Fig. 1: run 1, floorplan with the power grid
Pins as bars on the die edge. Tap cells in grey.
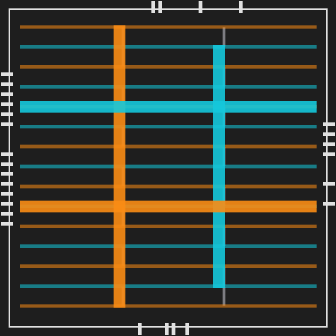
Fig. 2: run 1, cell classes on the final placement
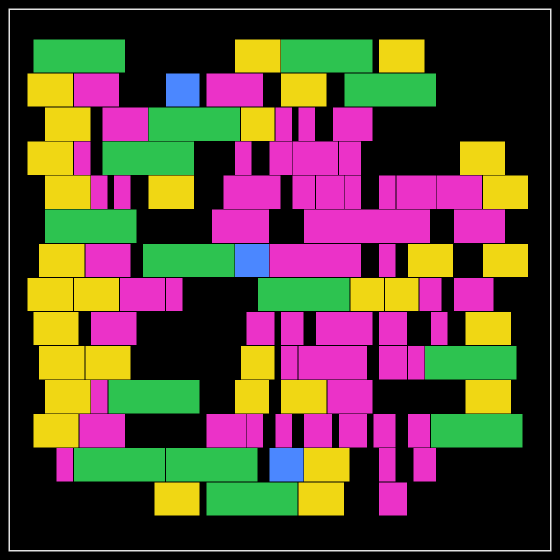
Fig. 3: run 1, clock wires, drivers and flops
Scale bar: 10 µm.
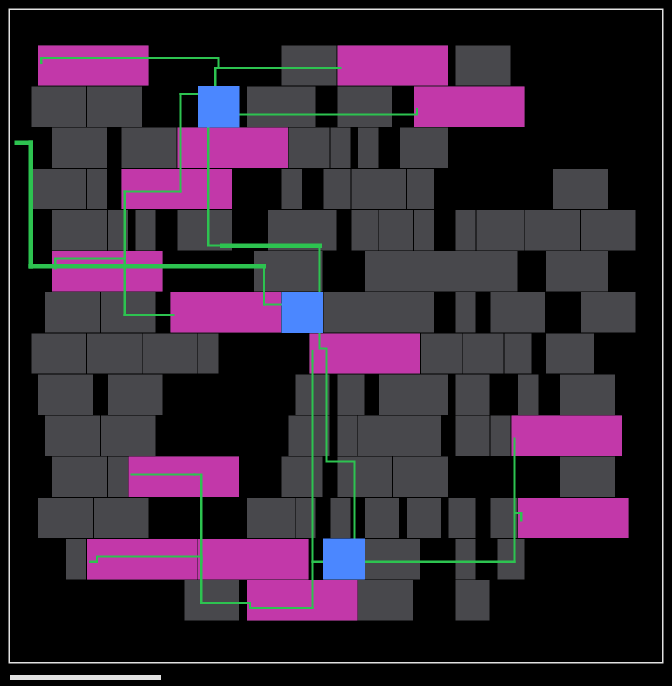
## config.mk

```make
export PLATFORM = sky130hd
export DESIGN_NAME = axi_slave_resp_pop_fsm_flat
export DESIGN_NICKNAME = d
export VERILOG_FILES = /design/src/rtl/axi_slave_resp_pop_fsm_pkg.sv /design/src/rtl/axi_slave_resp_pop_fsm_if.sv /design/src/rtl/axi_slave_resp_pop_fsm.sv /design/src/flat_wrapper.sv
export SDC_FILE = /design/constraint.sdc
export NUM_CORES = 1
export LEC_CHECK = 0
export CORE_UTILIZATION = 41
export DETAILED_ROUTE_END_ITERATION = 8
export PLACE_DENSITY = 0.77
export REMOVE_ABC_BUFFERS = 1
export SYNTH_ARGS = -nofsm -noshare
export SYNTH_HDL_FRONTEND = slang
export SYNTH_SLANG_ARGS = --single-unit
```

## constraint.sdc

```tcl
create_clock -name clk -period 1.9 [get_ports clk]
set_input_delay 0.285 -clock clk [delete_from_list [all_inputs] [get_ports clk]]
set_output_delay 0.285 -clock clk [all_outputs]
set_load 0.03 [all_outputs]
```

## src/rtl/axi_slave_resp_pop_fsm_pkg.sv

```systemverilog
// ---------------------------------------------------------------------------
// axi_resp_pop_pkg
// Shared types for the AXI slave write-response drain path:
//   state_t      - pop FSM state encoding (also exported on the debug port)
//   OKAY..DECERR - AXI BRESP codes
//   resp_entry_t - one response buffer entry {BID, BRESP}
// ---------------------------------------------------------------------------
package axi_resp_pop_pkg;

   localparam int DEF_ID_W = 4;

   typedef enum logic [1:0] {
      IDLE    = 2'd0,
      RD_REQ  = 2'd1,
      CAPTURE = 2'd2,
      RESP    = 2'd3
   } state_t;

   localparam logic [1:0] OKAY   = 2'b00;
   localparam logic [1:0] EXOKAY = 2'b01;
   localparam logic [1:0] SLVERR = 2'b10;
   localparam logic [1:0] DECERR = 2'b11;

   typedef struct packed {
      logic [DEF_ID_W-1:0] id;
      logic [1:0]          resp;
   } resp_entry_t;

endpackage

```

## src/rtl/axi_slave_resp_pop_fsm_if.sv

```systemverilog
// ---------------------------------------------------------------------------
// axi_slave_resp_pop_fsm_if
// AXI write-response (B) channel.
//   BVALID/BID/BRESP : driven by the slave (modport slave)
//   BREADY           : driven by the master (modport master)
// Handshake: a response transfers on every rising edge where BVALID and
// BREADY are both high. Once BVALID is raised, BVALID, BID and BRESP hold
// stable until that transfer; BVALID never depends on BREADY.
// ---------------------------------------------------------------------------
interface axi_slave_resp_pop_fsm_if
   import axi_resp_pop_pkg::*;
#(
   parameter int ID_W = DEF_ID_W
);
   logic            BVALID;
   logic            BREADY;
   logic [ID_W-1:0] BID;
   logic [1:0]      BRESP;

   modport slave  (output BVALID, output BID, output BRESP, input BREADY);
   modport master (input BVALID, input BID, input BRESP, output BREADY);
endinterface

```

## src/rtl/axi_slave_resp_pop_fsm.sv

```systemverilog
// ---------------------------------------------------------------------------
// axi_slave_resp_pop_fsm
// Drains {BID, BRESP} entries from the write-response buffer and presents
// them on the AXI B channel. Each completed handshake emits one decrement
// pulse to the shared occupancy counter.
//
// Ports:
//   clk, rst     - clock, synchronous active-high reset
//   count_i      - buffer occupancy from the up/down counter
//   rd_en_o      - buffer read strobe (data returns one cycle later)
//   rd_addr_o    - buffer read pointer, wraps DEPTH-1 -> 0
//   rd_data_i    - {BID, BRESP} returned by the buffer
//   count_dec_o  - one-cycle decrement pulse on each B handshake
//   b            - B channel (slave modport)
//   state_o      - debug view of the FSM state
//   err_cnt_o    - saturating SLVERR/DECERR count (only when
//                  RESP_POP_ERR_CNT_EN is defined)
//
// Optional build macro: RESP_POP_ERR_CNT_EN
// ---------------------------------------------------------------------------
module axi_slave_resp_pop_fsm
   import axi_resp_pop_pkg::*;
#(
   parameter  int DEPTH  = 10,
   parameter  int ID_W   = DEF_ID_W,
   localparam int ADDR_W = $clog2(DEPTH),
   localparam int CNT_W  = $clog2(DEPTH + 1)
) (
   input  logic                clk,
   input  logic                rst,
   input  logic [CNT_W-1:0]    count_i,
   output logic                rd_en_o,
   output logic [ADDR_W-1:0]   rd_addr_o,
   input  logic [ID_W+1:0]     rd_data_i,
   output logic                count_dec_o,
   axi_slave_resp_pop_fsm_if.slave b,
   output state_t              state_o
`ifdef RESP_POP_ERR_CNT_EN
   ,
   output logic [7:0]          err_cnt_o
`endif
);

   state_t              state;
   logic                handshake;
   logic [ADDR_W-1:0]   addr_next;

   // The decrement must land in the handshake cycle itself, so it is the
   // only combinational output. Gating with rst makes a reset that lands on
   // a pending response retire nothing.
   always_comb begin
      handshake = b.BVALID && b.BREADY && !rst;
      addr_next = (rd_addr_o == ADDR_W'(DEPTH - 1)) ? '0 : rd_addr_o + 1'b1;
   end

   assign count_dec_o = handshake;
   assign state_o     = state;

   always_ff @(posedge clk) begin
      if (rst) begin
         state     <= IDLE;
         rd_en_o   <= 1'b0;
         rd_addr_o <= '0;
         b.BVALID  <= 1'b0;
         b.BID     <= '0;
         b.BRESP   <= OKAY;
      end else begin
         rd_en_o <= 1'b0;
         case (state)
            IDLE: begin
               if (count_i != '0) begin
                  state   <= RD_REQ;
                  rd_en_o <= 1'b1;
               end
            end
            RD_REQ: begin
               state <= CAPTURE;
            end
            CAPTURE: begin
               b.BID    <= rd_data_i[ID_W+1:2];
               b.BRESP  <= rd_data_i[1:0];
               b.BVALID <= 1'b1;
               state    <= RESP;
            end
            RESP: begin
               if (handshake) begin
                  b.BVALID  <= 1'b0;
                  rd_addr_o <= addr_next;
                  // count_i still includes the entry being retired here,
                  // so more than one means another entry is waiting.
                  if (count_i > CNT_W'(1)) begin
                     state   <= RD_REQ;
                     rd_en_o <= 1'b1;
                  end else begin
                     state <= IDLE;
                  end
               end
            end
            default: state <= IDLE;
         endcase
      end
   end

`ifdef RESP_POP_ERR_CNT_EN
   // BRESP[1] set means SLVERR or DECERR.
   always_ff @(posedge clk) begin
      if (rst) begin
         err_cnt_o <= '0;
      end else if (handshake && b.BRESP[1] && (err_cnt_o != 8'hFF)) begin
         err_cnt_o <= err_cnt_o + 8'd1;
      end
   end
`endif

endmodule

```

## src/flat_wrapper.sv

```systemverilog
// flat-port wrapper written by rule: the top's interface ports become plain ports
module axi_slave_resp_pop_fsm_flat import axi_resp_pop_pkg::*;
#(
   parameter  int DEPTH  = 10,
   parameter  int ID_W   = DEF_ID_W,
   localparam int ADDR_W = $clog2(DEPTH),
   localparam int CNT_W  = $clog2(DEPTH + 1)
)
  (clk, rst, count_i, rd_en_o, rd_addr_o, rd_data_i, count_dec_o, state_o, b_BVALID, b_BID, b_BRESP, b_BREADY);
  axi_slave_resp_pop_fsm_if #(.ID_W(ID_W)) b_i ();
  input  logic clk;
  input  logic rst;
  input  logic [CNT_W-1:0] count_i;
  output logic rd_en_o;
  output logic [ADDR_W-1:0] rd_addr_o;
  input  logic [ID_W+1:0] rd_data_i;
  output logic count_dec_o;
  output state_t state_o;
  output wire logic [$bits(b_i.BVALID)-1:0] b_BVALID;
  output wire logic [$bits(b_i.BID)-1:0] b_BID;
  output wire logic [$bits(b_i.BRESP)-1:0] b_BRESP;
  input wire logic [$bits(b_i.BREADY)-1:0] b_BREADY;
  assign b_BVALID = b_i.BVALID;
  assign b_BID = b_i.BID;
  assign b_BRESP = b_i.BRESP;
  assign b_i.BREADY = b_BREADY;
  axi_slave_resp_pop_fsm #(.DEPTH(DEPTH), .ID_W(ID_W)) u_core (.clk(clk), .rst(rst), .count_i(count_i), .rd_en_o(rd_en_o), .rd_addr_o(rd_addr_o), .rd_data_i(rd_data_i), .count_dec_o(count_dec_o), .b(b_i), .state_o(state_o));
endmodule
```

==> results.py, run 1 <==
# Physical implementation metrics
metrics = {
    "cells_and_area": {
        "nets": 121,
        "area_growth_pct": 47.29,
        "n_antenna_cell": 0,
    },
    "synthesis": {
        "top_cells_by_count": "dfxtp_1, nor2_1, mux2i_1",
        "flop_cell": "dfxtp_1",
        "aoi_share_pct": 12.27,
        "ys_sh_adder_pct": 7.220,
        "async_flop_share_pct": 0,
        "largest_area_cell": "dfxtp_1",
        "top_cell": "dfxtp_1",
        "mux_area_share_pct": 11.55,
        "ys_types": 28,
        "synth_chip_area_um2": 693.2,
        "ys_warn_count": 0,
        "yosysCellCount": 71,
        "synth_top_area_share_pct": 40.43,
    },
    "clock_tree": {
        "numCtsBuffers": 3,
        "clockRootBuffer": "clkbuf_4",
        "postCtsSetupRepairBufs": 0,
        "clockBufferDepth": 2,
        "cts-hold-fix-buffers": 0,
        "cts.repair.resized": 0,
        "cts_tree": "built",
        "clock_latency_ns": 0.28,
        "clock-sinks": 14,
    },
    "power": {
        "p_per_area_nw_per_um2": 1174,
        "p_total_mw": 1.199,
    },
    "placement": {
        "dp.final_hpwl_um": 1070,
    },
    "worst_setup_path": {
        "rrSetupSlack_ns": 0.41,
        "path_delay_family": "buffers and inverters",
        "r2r-start": "u_core.state_o[1]",
        "r2r_end": "u_core.rd_addr_o[1]",
        "worst-path-buf-inv": 1,
        "r2r_cells": 5,
        "start_kind": "flop",
        "cpMaxStageDelayCell": "clkdlybuf4s50_1",
        "critPathRequiredTime_ns": 1.62,
        "max_stage_delay_ns": 0.74,
        "crit_chain": "clkdlybuf4s50_1",
    },
    "job": {
        "max-cap-violations": 0,
    },
    "final_timing": {
        "rsz0062_at_grt": "false",
        "fin_ws_ns": 0.1271,
        "finalCritPeriodShare_pct": 93.31,
        "final-hold-violation-count": 0,
        "final-setup-viol-count": 0,
    },
    "global_routing": {
        "grt_pass1_vias": 573,
        "grt_pass1_wl_um": 2408,
        "grt_start_max_net_pins": 10,
        "antenna_found_initial": 0,
    },
    "worst_hold_path": {
        "min_path_type": "reg -> reg",
        "whs_path_depth": 2,
        "min-delay-start": "u_core.b.BID[1]",
        "min_to": "u_core.b.BID[1]",
    },
    "routing": {
        "vias": 590,
        "ant_nets": 0,
        "drtIter0Drc": 2,
    },
    "floorplanning": {
        "die_area_um2": 1859,
        "io_pins": 28,
    },
    "outcome": {
        "outcome": "finished, final reports clean",
    },
}
About Fig. 1:
[VSS] orange
[VDD] cyan
met5 straps: 2
met4 straps: 2
signal pins: 28
die width: 43.12 µm
area of the core: 1541 µm²
Max VDD drop: 0.8694 mV
Die Y: 43.12 µm

About Fig. 2:
[combinational and other logic] magenta | cells: 54 | share of their area: 40%
[other buffers and delay cells] yellow | cells: 31 | share of their area: 30%
[flops] green | cells: 14 | share of their area: 28%
[clock drivers] blue | cells: 3 | share of their area: 2.2%
FP Rows: 14
final cell utilization of the core: 66.23%
Post-Layout Inst Area: 1021 µm²
flop share of the area: 27.45%

About Fig. 3:
[clock drivers] blue | count: 3
[flip-flops] magenta | count: 14
[clock wires] green | length: 201 µm
routed clock nets: 4
Power Clock: 167 µW
final clock skew: 0.001529 ns

-- run 1: through the flow --
| stage | utilization (%) | hold WS [ns] | std cells | cell area [µm²] |
|---|---|---|---|---|
| after floorplan | - | 0.3474 | 68 | 680.7 |
| after global routing | 66.23 | 0.5508 | 118 | 1021 |
| final | 66.23 | 0.5115 | 118 | 1021 |
| after detailed placement | 64.77 | 0.4869 | 115 | 998.5 |
| after global placement | 64.77 | 0.4708 | 115 | 998.5 |
| after CTS | 66.23 | 0.5122 | 118 | 1021 |
-- run 1: flip-flops by register name, summed over array words and instances, names as in the netlist --
| name | cells |
|---|---|
| u_core.b.BID | 4 |
| u_core.rd_addr_o | 4 |
| u_core.b.BRESP | 2 |
| u_core.state_o | 2 |
| u_core.b.BVALID | 1 |
| u_core.rd_en_o | 1 |
-- run 1: final cells by class --
class,count,area (µm²)
flip-flops and latches,14,280.3
repair buffers,31,297.8
well taps,16,20.02
fillers,136,520.5
inverters,4,15.01
multi-input cells,50,385.4
clock buffers,3,22.52
-- run 1: where the power goes --
group	internal, mW	total, mW	switching (mW)
registers	0.358	0.419	0.0607
logic	0.288	0.613	0.325
clock network	0.0735	0.167	0.0934
total	0.720	1.20	0.479
-- run 1: worst max path at each step --
stage	startpoint	end	slack, ns
after floorplan	u_core.state_o[1]	u_core.rd_addr_o[3]	0.19
after global placement	count_i[3]	u_core.state_o[1]	0.12
after detailed placement	count_i[3]	u_core.state_o[1]	0.1
after CTS	u_core.b.BVALID	b_BVALID	0.11
after global routing	u_core.b.BVALID	b_BVALID	0.07
final	u_core.b.BVALID	b_BVALID	0.13
-- run 1: kinds of logic after synthesis --
kind of cell,Yosys count
AOI/OAI and AO/OA,10
buffers and inverters,7
and+or+nand+nor,26
adders and majority gates,4
xor gates and xnor gates,2
muxes,8
DFF,14
-- run 1: metal layers --
metal	share of wire, %	track usage, %	wire [µm]	vias to the layer above
met2	44	25.67	627	22
met3	6.4	5.532	90	2
met5	0	0	0	-
li1	-	-	-	305
met1	49	22.25	689	261
met4	0.57	9.091	8	0
-- run 1: tightest hold or removal path: cells and delay by family, from the launching register on --
kind | cells | cell delay [ns]
DFF | 1 | 0.34
muxes | 1 | 0.07
and+or+nand+nor | 1 | 0.08
-- run 1: cell usage in the layout (no fill, tap or decap) --
master           instances
a21oi_2                  1
o21ai_1                  2
clkbuf_4                 3
nor4b_2                  1
nor3_1                   1
o2bb2ai_4                1
o21ai_0                  1
a21oi_1                  3
dfxtp_1                 14
inv_1                    4
xor2_1                   1
nand3b_4                 1
a32oi_1                  1
o31a_2                   1
or2_2                    1
nor4_1                   1
ha_1                     4
or4_4                    1
xnor2_1                  1
or3_1                    1
nand2_1                  2
nor2b_1                  3
buf_4                    5
clkdlybuf4s50_1         26
nand3_1                  1
mux2i_1                  8
nand2b_1                 1
nor2_1                  12
==> inputs of run 2 (changes only) <==
--- a/config.mk
+++ b/config.mk
@@ -5,6 +5,7 @@
 export SDC_FILE = /design/constraint.sdc
 export NUM_CORES = 1
 export LEC_CHECK = 0
+export CAP_MARGIN = 20
 export CORE_UTILIZATION = 41
 export DETAILED_ROUTE_END_ITERATION = 8
 export PLACE_DENSITY = 0.77
==> constraint.sdc (replaced) <==
create_clock -name clk -period 1.71 [get_ports clk]
set_input_delay 0.2565 -clock clk [delete_from_list [all_inputs] [get_ports clk]]
set_output_delay 0.2565 -clock clk [all_outputs]
set_load 0.03 [all_outputs]
Fig. 4: run 2, clock wires, drivers and flops
Scale bar: 10 µm.
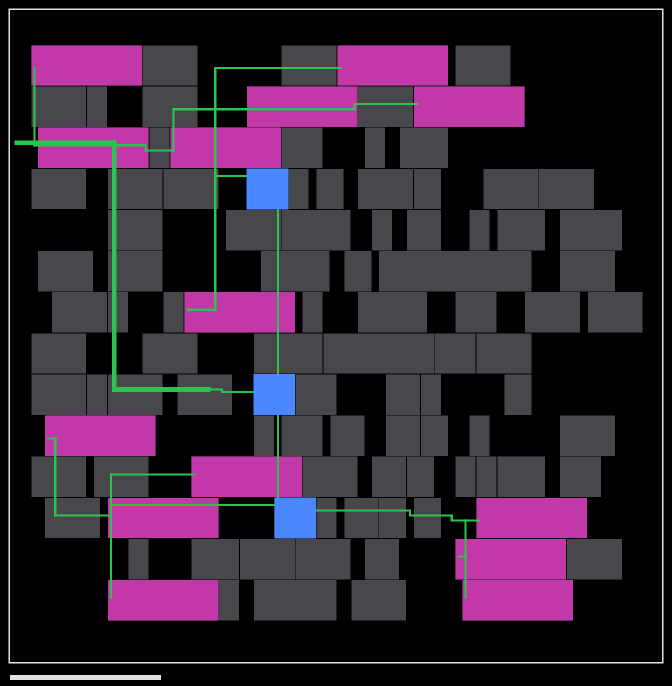
[clock drivers] blue | count: 3
[clock wires] green | length: 172 µm
[flip-flops] magenta | count: 14
flops lie: widely spread
routed clock nets: 4
final clock skew: 0.0004516 ns
Clock Latency Late Sink: 0.27 ns
clock share of power: 13.3%
Power Clock: 176 µW

Fig. 5: run 2, floorplan with the power grid
Pins as bars on the die edge. Tap cells in grey.
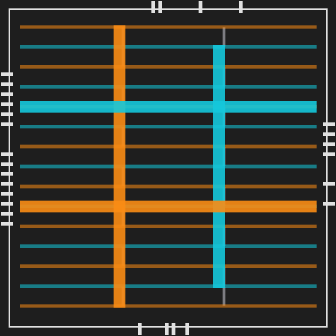
Max VDD drop: 0.7854 mV

==> run 2 against run 1 <==
Critical path depth unchanged. Design area increased by 0.74%. Wire length decreased by 2.6%. Sequential power increased by 7.4%. Synthesized cell count unchanged. Flip-flop count unchanged. Setup slack got worse by 0.067 ns. Via count decreased by 0.34%. Non-clock buffer count increased by 1. Register-to-register slack got worse by 0.16 ns. Hold slack got worse by 0.015 ns. First-iteration DRC count decreased by 100%. Critical path type unchanged. Largest power group unchanged.
==> results.py, run 2 <==
# Physical implementation metrics
metrics = {
    "outcome": {
        "outcome": "finished, final reports clean",
    },
    "routing": {
        "ant_nets": 0,
        "wl_per_cell_um": 11.58,
        "routed_wl_um": 1378,
        "vias": 588,
        "drtIter0Drc": 0,
    },
    "final_timing": {
        "final-setup-viol-count": 0,
        "finalCritPeriodShare_pct": 96.46,
        "worst_pin_slew_ns": 0.3628,
        "rsz0062_at_grt": "false",
        "final-hold-violation-count": 0,
    },
    "cells_and_area": {
        "post_route_cells_drive_above_1_share_pct": 15.53,
        "fill_cells": 140,
        "n_antenna_cell": 0,
        "area_growth_pct": 48.38,
        "final-instance-count-excl-fill": 119,
        "nets": 122,
        "lay_top_cells": "clkdlybuf4s50_1, dfxtp_1, nor2_1",
        "lay_top_count": "clkdlybuf4s50_1",
    },
    "placement": {
        "placed_area_um2": 1006,
        "dp.final_hpwl_um": 1119,
        "dp_cells": 116,
    },
    "clock_tree": {
        "postCtsSetupRepairBufs": 0,
        "clkTransAtPathRegs_ns": 0.08,
        "cts.repair.resized": 0,
        "clockRootBuffer": "clkbuf_4",
        "cts-hold-fix-buffers": 0,
        "cts_tree": "built",
        "numCtsBuffers": 3,
        "clockBufferDepth": 2,
    },
    "worst_setup_path": {
        "r2r-start": "u_core.state_o[1]",
        "path_delay_family": "buffers and inverters",
        "r2r_cells": 5,
        "endpoint": "state_o[1]",
        "worst-path-buf-inv": 1,
        "cpMaxStageDelayCell": "clkdlybuf4s50_1",
        "startpoint": "u_core.state_o[1]",
        "rrSetupSlack_ns": 0.25,
        "r2r_end": "u_core.rd_addr_o[3]",
        "crit_chain": "clkdlybuf4s50_1",
        "max_stage_delay_ns": 0.70,
        "critPathRequiredTime_ns": 1.45,
    },
    "floorplanning": {
        "coreArea_um2": 1541,
        "row_count": 14,
        "die_x_um": 43.12,
        "io_pins": 28,
        "die.size.y_um": 43.12,
    },
    "synthesis": {
        "top_cell": "dfxtp_1",
        "async_flop_share_pct": 0,
        "flop_cell": "dfxtp_1",
        "top_cells_by_count": "dfxtp_1, nor2_1, mux2i_1",
        "syn_area_per_cell_um2": 9.763,
        "synth_top_area_share_pct": 40.43,
        "yosysCellCount": 71,
        "ys_warn_count": 0,
        "largest_area_cell": "dfxtp_1",
        "synth_chip_area_um2": 693.2,
    },
    "global_routing": {
        "antenna_found_initial": 0,
        "grt_start_max_net_pins": 10,
        "grt_pass1_wl_um": 2442,
        "grt_pass1_vias": 592,
    },
    "power": {
        "p_per_area_nw_per_um2": 1292,
        "p_total_mw": 1.329,
    },
    "job": {
        "max-cap-violations": 0,
    },
    "worst_hold_path": {
        "min_path_type": "reg -> reg",
    },
}
[run 2: logic make-up (layout without fill, tap and decap cells)]
family,count (synthesis),in the layout,synth area share [%]
AND/OR/NAND/NOR,26,26,22.02
AND-OR/OR-AND,10,10,12.27
multiplexers,8,8,11.55
XOR/XNOR,2,2,2.528
buffers and inverters,7,39,3.969
adder cells (fa/ha/maj),4,4,7.221
flip-flops,14,14,40.43
[run 2: metal layers]
layer	global-route usage [%]	routed length (µm)	share of wire [%]
met1	22.14	633	46
met2	26.27	612	44
met3	5.532	116	8.4
met4	9.091	16	1.2
met5	0	0	0
[run 2: how the worst min path moves through the flow]
stage / start / to / slack (ns) / cells past startpoint
5_1_grt: u_core.b.BID[0] / u_core.b.BID[0] / 0.54 / 2
3_5_place_dp: u_core.b.BRESP[0] / u_core.b.BRESP[0] / 0.49 / 2
2_1_floorplan: rst / u_core.state_o[0] / 0.32 / 1
4_1_cts: u_core.b.BID[0] / u_core.b.BID[0] / 0.51 / 2
6_report: u_core.b.BID[0] / u_core.b.BID[0] / 0.50 / 2
3_3_place_gp: u_core.b.BID[2] / u_core.b.BID[2] / 0.47 / 2
[run 2: area by class of cell]
class | instances | area (µm²) | share of cell area [%]
tap | 16 | 20.02 | 1.946
multi-input combinational | 50 | 385.4 | 37.47
timing repair buffer | 32 | 305.3 | 29.68
sequential | 14 | 280.3 | 27.25
inverter | 4 | 15.01 | 1.460
clock buffer | 3 | 22.52 | 2.190
[run 2: power breakdown]
group / leakage (nW) / internal [mW] / switching, mW
Clock: 0.0138 / 0.0813 / 0.0951
Sequential: 0.114 / 0.398 / 0.0516
Combinational: 0.289 / 0.329 / 0.374
Total: 0.417 / 0.809 / 0.520
[run 2: per-stage QoR]
stage	hold slack (ns)	setup slack, ns	utilization, %
after detailed placement	0.4919	-0.06907	65.26
after floorplan	0.3189	-0.0004544	-
after CTS	0.5050	0.04243	66.72
after global placement	0.4710	-0.04637	65.26
final	0.4969	0.06051	66.72
after global routing	0.5386	0.01279	66.72
Power is estimated from default activity; no workload was simulated.
